File: config.mk
export PLATFORM = sky130hd
export DESIGN_NAME = time_entry
export DESIGN_NICKNAME = d
export VERILOG_FILES = /design/src/rtl/microwave_pkg.sv /design/src/rtl/digit_shift_reg.sv /design/src/rtl/time_entry.sv
export SDC_FILE = /design/constraint.sdc
export NUM_CORES = 1
export LEC_CHECK = 0
export CAP_MARGIN = 30
export CORE_MARGIN = 1
export CORE_UTILIZATION = 40
export CTS_BUF_LIST = sky130_fd_sc_hd__clkbuf_8
export CTS_CLUSTER_DIAMETER = 40
export DETAILED_ROUTE_END_ITERATION = 8
export GPL_TIMING_DRIVEN = 0
export PLACE_DENSITY = 0.7
export SETUP_SLACK_MARGIN = 0.3
export SKIP_LAST_GASP = 1
export SYNTH_ARGS = -nofsm -noshare
export SYNTH_HDL_FRONTEND = slang
export SYNTH_SLANG_ARGS = --single-unit
File: constraint.sdc
create_clock -name clk -period 1.9 [get_ports clk]
set_clock_uncertainty 0.1 [all_clocks]
set_input_delay 0.19 -clock clk [delete_from_list [all_inputs] [get_ports clk]]
set_output_delay 0.19 -clock clk [all_outputs]
set_load 0.05 [all_outputs]
File: src/rtl/microwave_pkg.sv
// Shared constants and state encoding for the microwave keypad/timer front end.
// No ports (package).
package microwave_pkg;

  localparam int BCD_W              = 4;
  localparam int NUM_DIGITS_DEF     = 3;
  localparam int SEC_TENS_MAX_DEF   = 5;
  localparam int QUICK_SEC_TENS_DEF = 3;
  localparam int QUICK_MIN_ONES     = 0;
  localparam int QUICK_SEC_ONES     = 0;
  localparam int KEY_MAX            = 9;

  typedef enum logic [1:0] {
    ST_IDLE  = 2'd0,
    ST_ENTRY = 2'd1,
    ST_LOAD  = 2'd2,
    ST_RUN   = 2'd3
  } state_e;

  // True for a BCD digit 0..9; keypad codes 10..15 are function keys we ignore.
  function automatic logic is_digit(input logic [BCD_W-1:0] code);
    return code <= BCD_W'(KEY_MAX);
  endfunction

endpackage

File: src/rtl/digit_shift_reg.sv
// Three-digit BCD entry register (M, S tens, S ones) with digit count.
// Ports:
//   clk, clrn          clock, async active-low reset
//   clr_i              zero digits and count
//   preset_i           load quick-start value (0, QUICK_SEC_TENS, 0)
//   sat_i              clamp seconds tens/ones to SEC_TENS_MAX / 9 when out of range
//   shift_i            shift key_i in at the seconds-ones end, count up
//   key_i              digit to shift in
//   min_ones_o, sec_tens_o, sec_ones_o   held digits
//   count_o            digits accepted so far
module digit_shift_reg
  import microwave_pkg::*;
#(
  parameter int CNT_W          = 2,
  parameter int SEC_TENS_MAX   = SEC_TENS_MAX_DEF,
  parameter int QUICK_SEC_TENS = QUICK_SEC_TENS_DEF
) (
  input  logic             clk,
  input  logic             clrn,
  input  logic             clr_i,
  input  logic             preset_i,
  input  logic             sat_i,
  input  logic             shift_i,
  input  logic [BCD_W-1:0] key_i,
  output logic [BCD_W-1:0] min_ones_o,
  output logic [BCD_W-1:0] sec_tens_o,
  output logic [BCD_W-1:0] sec_ones_o,
  output logic [CNT_W-1:0] count_o
);

  logic [BCD_W-1:0] min_ones_q, min_ones_d;
  logic [BCD_W-1:0] sec_tens_q, sec_tens_d;
  logic [BCD_W-1:0] sec_ones_q, sec_ones_d;
  logic [CNT_W-1:0] count_q, count_d;

  always_comb begin
    min_ones_d = min_ones_q;
    sec_tens_d = sec_tens_q;
    sec_ones_d = sec_ones_q;
    count_d    = count_q;
    if (clr_i) begin
      min_ones_d = '0;
      sec_tens_d = '0;
      sec_ones_d = '0;
      count_d    = '0;
    end else if (preset_i) begin
      min_ones_d = BCD_W'(QUICK_MIN_ONES);
      sec_tens_d = BCD_W'(QUICK_SEC_TENS);
      sec_ones_d = BCD_W'(QUICK_SEC_ONES);
    end else if (sat_i) begin
      // 60..99 seconds entered: clamp to x:59 rather than reject the entry.
      if (sec_tens_q > BCD_W'(SEC_TENS_MAX)) begin
        sec_tens_d = BCD_W'(SEC_TENS_MAX);
        sec_ones_d = BCD_W'(KEY_MAX);
      end
    end else if (shift_i) begin
      min_ones_d = sec_tens_q;
      sec_tens_d = sec_ones_q;
      sec_ones_d = key_i;
      count_d    = count_q + CNT_W'(1);
    end
  end

  always_ff @(posedge clk or negedge clrn) begin
    if (!clrn) begin
      min_ones_q <= '0;
      sec_tens_q <= '0;
      sec_ones_q <= '0;
      count_q    <= '0;
    end else begin
      min_ones_q <= min_ones_d;
      sec_tens_q <= sec_tens_d;
      sec_ones_q <= sec_ones_d;
      count_q    <= count_d;
    end
  end

  assign min_ones_o = min_ones_q;
  assign sec_tens_o = sec_tens_q;
  assign sec_ones_o = sec_ones_q;
  assign count_o    = count_q;

endmodule

File: src/rtl/time_entry.sv
// Keypad front end for the M:SS countdown chain: collects digits, saturates
// seconds, pulses the chain's parallel load, enables counting and ends the
// cook cycle on the chain's zero flag.
// Build option: QUICK_START_EN -- start in IDLE loads 0:30 (QUICK_SEC_TENS)
// and runs immediately; without it, start in IDLE does nothing.
// Ports:
//   clk, clrn                 clock, async active-low reset
//   key_valid, key_code       digit strobe and BCD code (10..15 ignored)
//   start_key, clear_key      start / abort strobes
//   timer_zero                chain reports all digits zero
//   min_ones, sec_tens, sec_ones   load values to the chain
//   loadn                     active-low parallel load strobe
//   en                        count enable
//   running                   high while counting
//   done                      one-cycle pulse at normal end of cook
//
// state    | meaning
// ST_IDLE  | no entry; digits zero
// ST_ENTRY | collecting digits
// ST_LOAD  | one-cycle parallel load into the chain
// ST_RUN   | chain counting down, waiting for zero
module time_entry
  import microwave_pkg::*;
#(
  parameter int NUM_DIGITS     = NUM_DIGITS_DEF,
  parameter int SEC_TENS_MAX   = SEC_TENS_MAX_DEF,
  parameter int QUICK_SEC_TENS = QUICK_SEC_TENS_DEF
) (
  input  logic             clk,
  input  logic             clrn,
  input  logic             key_valid,
  input  logic [BCD_W-1:0] key_code,
  input  logic             start_key,
  input  logic             clear_key,
  input  logic             timer_zero,
  output logic [BCD_W-1:0] min_ones,
  output logic [BCD_W-1:0] sec_tens,
  output logic [BCD_W-1:0] sec_ones,
  output logic             loadn,
  output logic             en,
  output logic             running,
  output logic             done
);

  localparam int CNT_W = $clog2(NUM_DIGITS + 1);

  state_e state_q, state_d;
  logic   loadn_q, loadn_d;
  logic   en_q, en_d;
  logic   running_q, running_d;
  logic   done_q, done_d;

  logic             dig_clr, dig_preset, dig_sat, dig_shift;
  logic [CNT_W-1:0] count;
  logic             key_ok, any_nonzero;

  assign key_ok      = key_valid && is_digit(key_code);
  assign any_nonzero = |{min_ones, sec_tens, sec_ones};

  digit_shift_reg #(
    .CNT_W          (CNT_W),
    .SEC_TENS_MAX   (SEC_TENS_MAX),
    .QUICK_SEC_TENS (QUICK_SEC_TENS)
  ) u_digits (
    .clk        (clk),
    .clrn       (clrn),
    .clr_i      (dig_clr),
    .preset_i   (dig_preset),
    .sat_i      (dig_sat),
    .shift_i    (dig_shift),
    .key_i      (key_code),
    .min_ones_o (min_ones),
    .sec_tens_o (sec_tens),
    .sec_ones_o (sec_ones),
    .count_o    (count)
  );

  always_comb begin
    state_d    = state_q;
    dig_clr    = 1'b0;
    dig_preset = 1'b0;
    dig_sat    = 1'b0;
    dig_shift  = 1'b0;
    done_d     = 1'b0;
    if (clear_key) begin
      state_d = ST_IDLE;
      dig_clr = 1'b1;
    end else begin
      case (state_q)
        ST_IDLE: begin
`ifdef QUICK_START_EN
          if (start_key) begin
            dig_preset = 1'b1;
            state_d    = ST_LOAD;
          end else
`endif
          if (key_ok) begin
            dig_shift = 1'b1;
            state_d   = ST_ENTRY;
          end
        end
        ST_ENTRY: begin
          // start owns the cycle: a digit arriving with it is dropped.
          if (start_key) begin
            if (any_nonzero) begin
              dig_sat = 1'b1;
              state_d = ST_LOAD;
            end
          end else if (key_ok && (count < CNT_W'(NUM_DIGITS))) begin
            dig_shift = 1'b1;
          end
        end
        ST_LOAD: state_d = ST_RUN;
        ST_RUN: begin
          if (timer_zero) begin
            state_d = ST_IDLE;
            dig_clr = 1'b1;
            done_d  = 1'b1;
          end
        end
        default: state_d = ST_IDLE;
      endcase
    end
  end

  // Outputs are decoded from the next state so they are registered yet
  // line up with the state they describe.
  always_comb begin
    loadn_d   = (state_d != ST_LOAD);
    en_d      = (state_d == ST_LOAD) || (state_d == ST_RUN);
    running_d = (state_d == ST_RUN);
  end

  always_ff @(posedge clk or negedge clrn) begin
    if (!clrn) begin
      state_q   <= ST_IDLE;
      loadn_q   <= 1'b1;
      en_q      <= 1'b0;
      running_q <= 1'b0;
      done_q    <= 1'b0;
    end else begin
      state_q   <= state_d;
      loadn_q   <= loadn_d;
      en_q      <= en_d;
      running_q <= running_d;
      done_q    <= done_d;
    end
  end

  assign loadn   = loadn_q;
  assign en      = en_q;
  assign running = running_q;
  assign done    = done_q;

endmodule

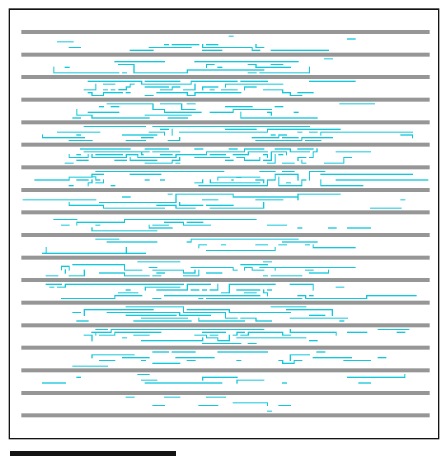
(met1 routing)
The bar under the picture is 20 µm long. Supply wires on this layer in gray.
main direction: horizontal
nets with wire on the layer: 133
wire length on this layer: 1220 µm
longest straight run: 18.9 µm
share of all routed wire: 43%

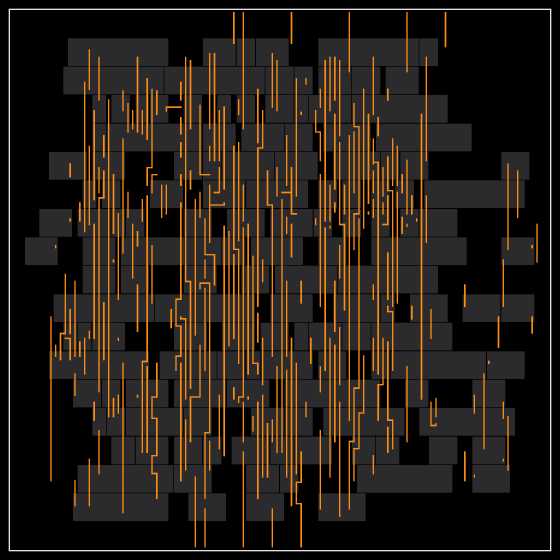
(the metal 2 layer)
share of all routed wire: 50%
longest straight run: 30.3 µm
wire length on this layer: 1410 µm
met2 GRT Util: 40.7%
via count: 987

==> job_summary.md <==
## PnR job results

| Metric | Value |
|---|---|
| Synth area leader | `dfrtp_1` |
| Reg2reg end | `u_digits.sec_tens_o[0]` |
| Failing checks | `negative setup slack` |
| IR drop worst, VDD | `0.623 mV` |
| WS Path Type | `register to register` |
| Slowest-stage cell, CP | `or4_4` |
| Worst Reg-to-Reg Cells | `4` |
| Clk. pwr | `326 µW` |
| Final setup viols | `2` |
| Slack of the critical path | `-0.00120 ns` |
| Crit end category | `register` |
| Finished Core Util | `67.5%` |
| Top cells excl fill/tap | `buf_4 (17), dlygate4sd2_1 (13), nand2_1 (12)` |
| Max Used Layer | `met4` |
| Multi-input logic area | `533 µm²` |
| Run status | `finished with violations` |
| Most used DFF post-synth | `dfrtp_1` |
| Cell with the most instances after synthesis | `dfrtp_1` |
| Overflow left after global routing | `0` |
| Routed length on met1 | `1.22 mm` |
| Non-clk buf share | `26.0%` |
| Ant. Diodes | `0` |
| Comb group | `466 µW` |
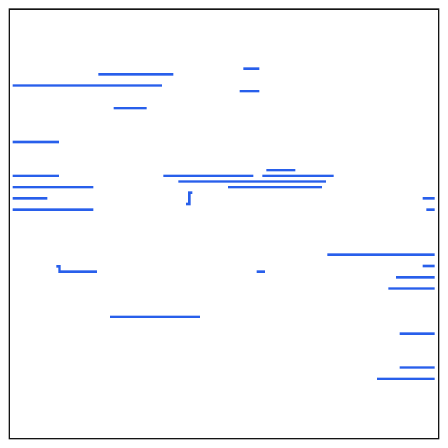
(M3 wires)
nets with wire on the layer: 25
longest straight run: 17.7 µm
wire length on this layer: 176 µm
main direction: horizontal
share of all routed wire: 6.2%
met3 Track Usage GR: 2.63%
WL final: 2.84 mm

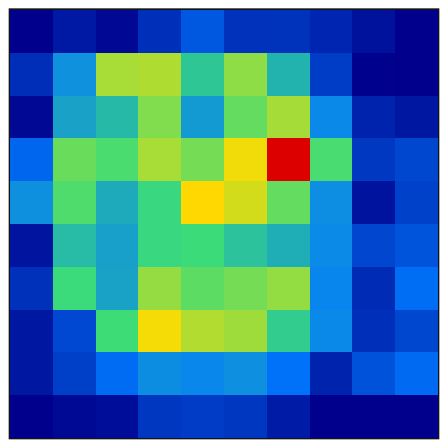
(wire density map)
The die is cut into 10 by 10 equal tiles; dark blue is low, red is high, scaled to the fullest tile. Values are wire area over tile area, all layers added.
tiles over half the peak: 25%
densest ninth of the die: middle
mean over tiles: 0.17
nearly empty tiles: 11%
fullest tile: 0.57

Power is estimated from default activity; no workload was simulated.
